==> config.mk <==
export PLATFORM = sky130hd
export DESIGN_NAME = instr_fetch_unit
export DESIGN_NICKNAME = d
export VERILOG_FILES = /design/src/rtl/cpu_pkg.sv /design/src/rtl/ifu_next_pc.sv /design/src/rtl/instr_fetch_unit.sv
export SDC_FILE = /design/constraint.sdc
export NUM_CORES = 1
export LEC_CHECK = 0
export CORE_ASPECT_RATIO = 0.6
export CORE_MARGIN = 5
export CORE_UTILIZATION = 45
export CTS_BUF_LIST = sky130_fd_sc_hd__clkbuf_2 sky130_fd_sc_hd__clkbuf_4 sky130_fd_sc_hd__clkbuf_8
export CTS_CLUSTER_DIAMETER = 80
export DETAILED_ROUTE_END_ITERATION = 12
export PLACE_DENSITY_LB_ADDON = 0.08
export REMOVE_ABC_BUFFERS = 1
export SLEW_MARGIN = 40
export SYNTH_ARGS = -nofsm -noshare
export SYNTH_HDL_FRONTEND = slang
export SYNTH_SLANG_ARGS = --single-unit
==> constraint.sdc <==
create_clock -name clk -period 4.3 [get_ports clk]
set_input_delay 0.86 -clock clk [delete_from_list [all_inputs] [get_ports clk]]
set_output_delay 0.86 -clock clk [all_outputs]
set_load 0.05 [all_outputs]
Figure 1. Clock distribution.
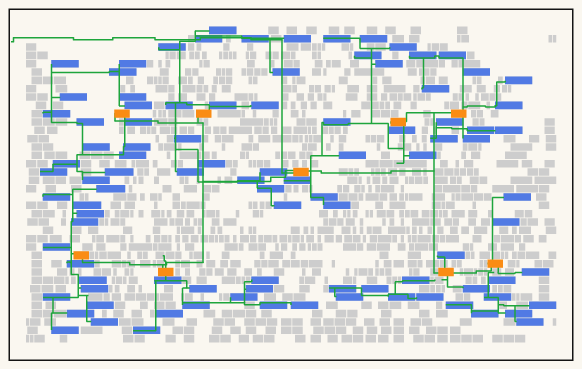
clock wires -> green  # length 1450 um
flip-flops -> blue  # count 97
clock-net drivers -> orange  # count 9
flops lie = widely spread
routed clock nets = 10

Figure 2. Placed cells, one color a class.
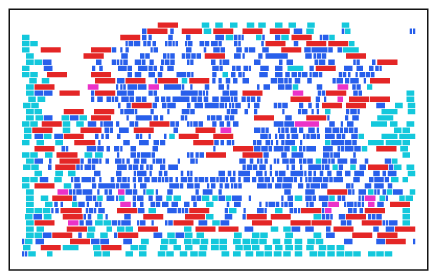
clock drivers and dummy loads -> magenta  # cells 15, share of their area 2.0%
registers -> red  # cells 97, share of their area 24%
remaining logic cells -> blue  # cells 741, share of their area 50%
remaining buffers and delay cells -> cyan  # cells 238, share of their area 24%
post-layout util: 57.5%
Seq/total area: 23.6%
post-layout instance area: 0.0103 mm^2

Figure 3. I/O pins on the die edge.
Pins as bars across the die edge, other pins in gray.
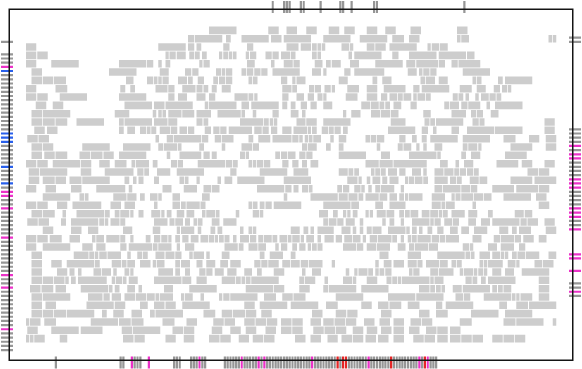
pc_plus4 -> magenta  # pins 32, direction output, edge 14 right, 10 bottom, 8 left
op -> blue  # pins 6, direction output, edge left
rt -> red  # pins 5, direction output, edge bottom
all pins by edge = 93 bottom, 73 left, 34 right, 13 top
die width: 183 um
die height: 114 um

==> ci_impl_report.md <==
## PnR job results

| Metric | Value |
|---|---|
| Vias per cell | 5.82 |
| Register clock-pin slew on the reported worst setup and hold paths | approximately 100 ps |
| Avg WL per Cell | 20.1 um |
| Post-DRT Antenna Nets | 0 |
| WL final | ~27000 um |
| Combinational gates | 719 |
| Main flop type | dfrtp_1 |
| Hold slack final | about 450 ps |
| Met2 Track Usage GR | a little over 30% |
| Root buf cell | clkbuf_8 |
| Nets | 1165 |
| Detailed placement HPWL | roughly 21000 um |
| Slew @ Worst Pin | 854 ps |
| Cell count in the Yosys report | 956 |
| Crit path DAT | between 3000 and 4000 ps |
| Most used logic cell in the final layout | clkdlybuf4s50_1 |
| CTS max path bufs | 2 |
| Met1 Wirelength | around 14000 um |
| CP endpoint kind | primary output |
| Number of enable flip-flop cells | 0 |
| Crit path buf inv count | 2 |
| CP Launch Type | flip-flop |
| Global-route wire length before repair | between 40000 and 50000 um |
| Layout fillers | 1597 |
| Slew Limit Fails | 0 |
| CTS Sinks | between 90 and 100 |
| Top class by area | multi-input combinational cells |
| Status | finished, final reports clean |
| Post-Layout Cell Count | ~1300 |
| Post-synthesis register bit count | 97 |
| Signal buf overhead | a little under a quarter |
| Hold WC Path Type | input port to async pin |
| ANT cells | 0 |
| Min cycle time layout | between 4000 and 5000 ps |
| Syn Inst Count | about 960 |
| GR Util met1 | between 40 and 50% |
| Pin count of the biggest net entering global routing | 55 |
| Setup WS post-layout | 226 ps |
| GR peak layer | met1 |
| Register area | between 0.002 and 0.0025 mm^2 |
| Max Cap Viol | 0 |
| Yosys cell types | slightly below 80 |
| Postcts setup bufs | 0 |
| Die area | between 0.02 and 0.025 mm^2 |
| Row Count | 38 |
| Flop count | approximately 97 |
| DP Area | approximately 0.01 mm^2 |
| Share of layout cells above drive strength 1 | 12.2% |
| Initial Util | about 45% |
| Tool warnings | 32 |
| DR top layer | met4 |
| Cycle use final | roughly 95% |
| Syn. warnings | 0 |
| Routed wl met2 | ~9700 um |
| Routing usage on met3 | under 10% |
| Number of H-tree levels | 3 |
| Initial antenna violation count | 0 |
| R2r worst-path depth | 16 |
| RD Place Congestion | 0.966 |
| Relative slew slack | between 40% and 50% |
| Synth Seq Share | between 20% and 30% |
